===== config.mk =====
export PLATFORM = sky130hd
export DESIGN_NAME = rob_flush_sequencer
export DESIGN_NICKNAME = d
export VERILOG_FILES = /design/src/rtl/rob_flush_sequencer.sv
export SDC_FILE = /design/constraint.sdc
export NUM_CORES = 1
export LEC_CHECK = 0
export CAP_MARGIN = 40
export CORE_MARGIN = 3
export CORE_UTILIZATION = 45
export CTS_CLUSTER_SIZE = 10
export DETAILED_ROUTE_END_ITERATION = 8
export DONT_BUFFER_PORTS = 1
export PLACE_DENSITY = 0.57
export SYNTH_ARGS = -nofsm -noshare
export SYNTH_HDL_FRONTEND = slang
export SYNTH_SLANG_ARGS = --single-unit

===== constraint.sdc =====
create_clock -name clk -period 3.4 [get_ports clk]
set_input_delay 0.51 -clock clk [delete_from_list [all_inputs] [get_ports clk]]
set_output_delay 0.51 -clock clk [all_outputs]
set_load 0.005 [all_outputs]

===== src/rtl/rob_flush_sequencer.sv =====
// Misprediction recovery: walks the ROB from tail-1 down to the entry after the
// mispredicted branch, undoing one rename per cycle. Optional macro ROB_FLUSH_STATS_EN adds recover_cnt.
module rob_flush_sequencer (
    input  logic       clk,
    input  logic       rst,
    input  logic       mispredict,
    input  logic [3:0] mis_rob_num,
    input  logic [3:0] rob_tail,
    input  logic [5:0] PR_old_rd,
    input  logic [5:0] PR_new_rd,
    input  logic [4:0] rd_rd,
    output logic       mis_ack,
    output logic [3:0] flush_idx,
    output logic       flush_valid,
    output logic [4:0] flush_rd,
    output logic [5:0] flush_PR_old,
    output logic [5:0] flush_PR_new,
    output logic       stall_dispatch,
    output logic       tail_set,
    output logic [3:0] tail_value,
    output logic       recover_done,
`ifdef ROB_FLUSH_STATS_EN
    output logic [7:0] recover_cnt,
`endif
    output logic [1:0] state_dbg
);

    typedef enum logic [1:0] {
        IDLE = 2'd0,
        WALK = 2'd1,
        DONE = 2'd2
    } state_t;

    state_t     state_q, state_d;
    logic [3:0] cursor_q, cursor_d;
    logic [3:0] b_q, b_d;
    logic [3:0] tail_m1;
    logic [3:0] b_plus1;
    logic       accept;

    // Handshake: mispredict is a request held by the branch unit; mis_ack is the
    // same-cycle grant, high only in IDLE, and the request is consumed on that clock edge.
    assign tail_m1   = rob_tail - 4'd1;
    assign b_plus1   = b_q + 4'd1;
    assign accept    = mispredict && (state_q == IDLE) && rst;
    assign mis_ack   = accept;
    assign state_dbg = state_q;

    always_ff @(posedge clk or negedge rst) begin
        if (!rst) begin
            state_q  <= IDLE;
            cursor_q <= 4'd0;
            b_q      <= 4'd0;
        end else begin
            state_q  <= state_d;
            cursor_q <= cursor_d;
            b_q      <= b_d;
        end
    end

    always_comb begin
        state_d        = state_q;
        cursor_d       = cursor_q;
        b_d            = b_q;
        flush_valid    = 1'b0;
        flush_idx      = 4'd0;
        flush_rd       = 5'd0;
        flush_PR_old   = 6'd0;
        flush_PR_new   = 6'd0;
        tail_set       = 1'b0;
        tail_value     = 4'd0;
        recover_done   = 1'b0;
        stall_dispatch = (state_q != IDLE);
        case (state_q)
            IDLE: begin
                if (accept) begin
                    b_d      = mis_rob_num;
                    cursor_d = tail_m1;
                    // Branch already youngest: nothing to undo, go straight to tail restore.
                    state_d  = (tail_m1 == mis_rob_num) ? DONE : WALK;
                end
            end
            WALK: begin
                flush_valid  = 1'b1;
                flush_idx    = cursor_q;
                flush_rd     = rd_rd;
                flush_PR_old = PR_old_rd;
                flush_PR_new = PR_new_rd;
                cursor_d     = cursor_q - 4'd1;
                if (cursor_q == b_plus1) begin
                    state_d = DONE;
                end
            end
            DONE: begin
                tail_set     = 1'b1;
                tail_value   = b_plus1;
                recover_done = 1'b1;
                state_d      = IDLE;
            end
            default: begin
                state_d = IDLE;
            end
        endcase
    end

`ifdef ROB_FLUSH_STATS_EN
    always_ff @(posedge clk or negedge rst) begin
        if (!rst) begin
            recover_cnt <= 8'd0;
        end else if (state_q == DONE && recover_cnt != 8'hff) begin
            recover_cnt <= recover_cnt + 8'd1;
        end
    end
`endif

endmodule


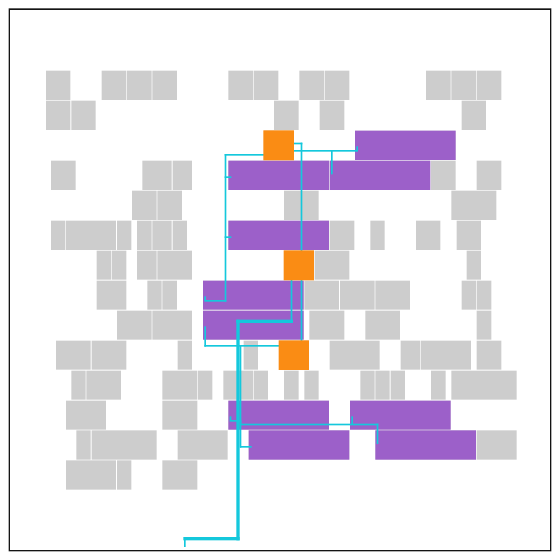
Figure 1: routed clock nets over the placement.
- flip-flops: purple (count 10)
- clock-net drivers: orange (count 3)
- clock wires: cyan (length 125 um)
- routed clock nets: 4
Worst Clk Skew: 5.56 ps
Worst-Skew Late Latency: 250 ps
clock network fraction of total power: 9.8%
Clk. pwr: 0.0000750 W

==> results.json <==
{
  "finalSetupViolCount": 0,
  "tightest_slew_ps": 472,
  "clkTransAtPathRegs_ps": 60,
  "cts_resized": 0,
  "fillers": 158,
  "ys_seq_share_pct": 30.1,
  "path_cells": "nand2b_1, inv_1, and2_1",
  "die_area_sq_mm": 0.00240,
  "setup_tns_ps": 0,
  "yosysWarnings": 0,
  "cts_buffer_depth": 2,
  "path_depth": 3,
  "logic_gate_count": 77,
  "p_per_area_mw_per_mm2": 886,
  "cpPeakStageDelay_ps": 420,
  "viasPerCell": 5.23,
  "worstPathMaxFanout": 23,
  "drt_first_pass_iters": 4,
  "wl_met1_um": 723,
  "cts_tree": "done",
  "numCtsBuffers": 3,
  "synth.logic.top_family": "simple AND/OR/NAND/NOR gates",
  "layout.nets": 131,
  "flop-count": 10,
  "drt_wl_total_um": 1720,
  "inverters": 7,
  "holdBufCountCts": 1,
  "worst_ep_arrival_time_ps": 1570,
  "r2r-start": "b_q[0]",
  "fin_area_sq_um": 867,
  "synth.cell_area_sq_um": 832,
  "hold_class": "in -> reg",
  "warning_count": 26,
  "route.met3.wl_um": 156,
  "busiest_layer": "met2",
  "non_clock_buffer_count": 1,
  "ys_sh_simple_pct": 34.3,
  "initial_core_util_pct": 51.1,
  "outcome": "completed",
  "path_buffers": 1,
  "num_antenna_cells": 0,
  "ant_nets": 0,
  "use_met2_pct": 23.5,
  "irDropWorstVdd_mv": 0.327,
  "critPathLaunch": "state_dbg[1]",
  "synth_cell_type_count": 27,
  "required_ps": 2890,
  "yosys_cells": 98,
  "bufAreaShareNonClock_pct": 1.15,
  "clkCellAreaFrac_pct": 2.60,
  "seq_share_pct": 28.9,
  "globalRouteTotalUtil_pct": 14.7,
  "holdPathStages": 1,
  "drt-wirelength-per-cell_um": 14.1,
  "dp_hpwl_um": 1450,
  "antenna_found_initial": 0,
  "place_ws_ps": 1560,
  "stdcell_count": 122,
  "worstSetupPathType": "reg -> out",
  "root_buffer": "clkbuf_4",
  "nClkBuffers": 3,
  "comb_area_sq_um": 528,
  "synth-edff-count": 0
}
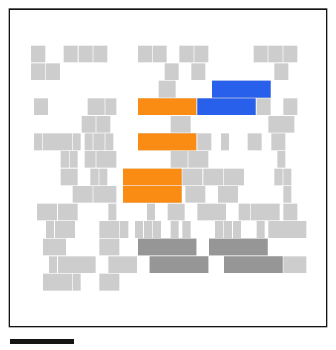
Figure 2: sequential cells grouped by signal name.
Scale bar: 10 um.
- state_dbg: blue (flops 2)
- cursor_q: orange (flops 4; where center)
- not colored: 4
final core occ: 53.2%
Seq. cell area: 250 sq um

==> cells in the mapped netlist, types with 2 or more instances <==
cell type | number | area share (%)
inv_1 | 7 | 3.2
nand2_1 | 14 | 6.3
nand2b_1 | 3 | 2.3
nor4_2 | 2 | 3.0
dfrtp_1 | 10 | 30
ha_1 | 3 | 4.5
and2_1 | 20 | 15
xnor2_1 | 8 | 8.4
a211oi_1 | 2 | 1.8
xnor2_2 | 2 | 3.9
xor2_1 | 5 | 5.3
nor2_1 | 7 | 3.2
==> power by group <==
part,internal (W),switching [W]
registers,0.000178,0.0000668
logic,0.000199,0.000250
clock network,0.0000406,0.0000344
total,0.000417,0.000351
==> sequential cells by signal, summed over array words and instances (netlist names) <==
signal,cells
b_q,4
cursor_q,4
state_dbg,2
Power figures rest on the tool's default switching activity, not on a simulated workload.
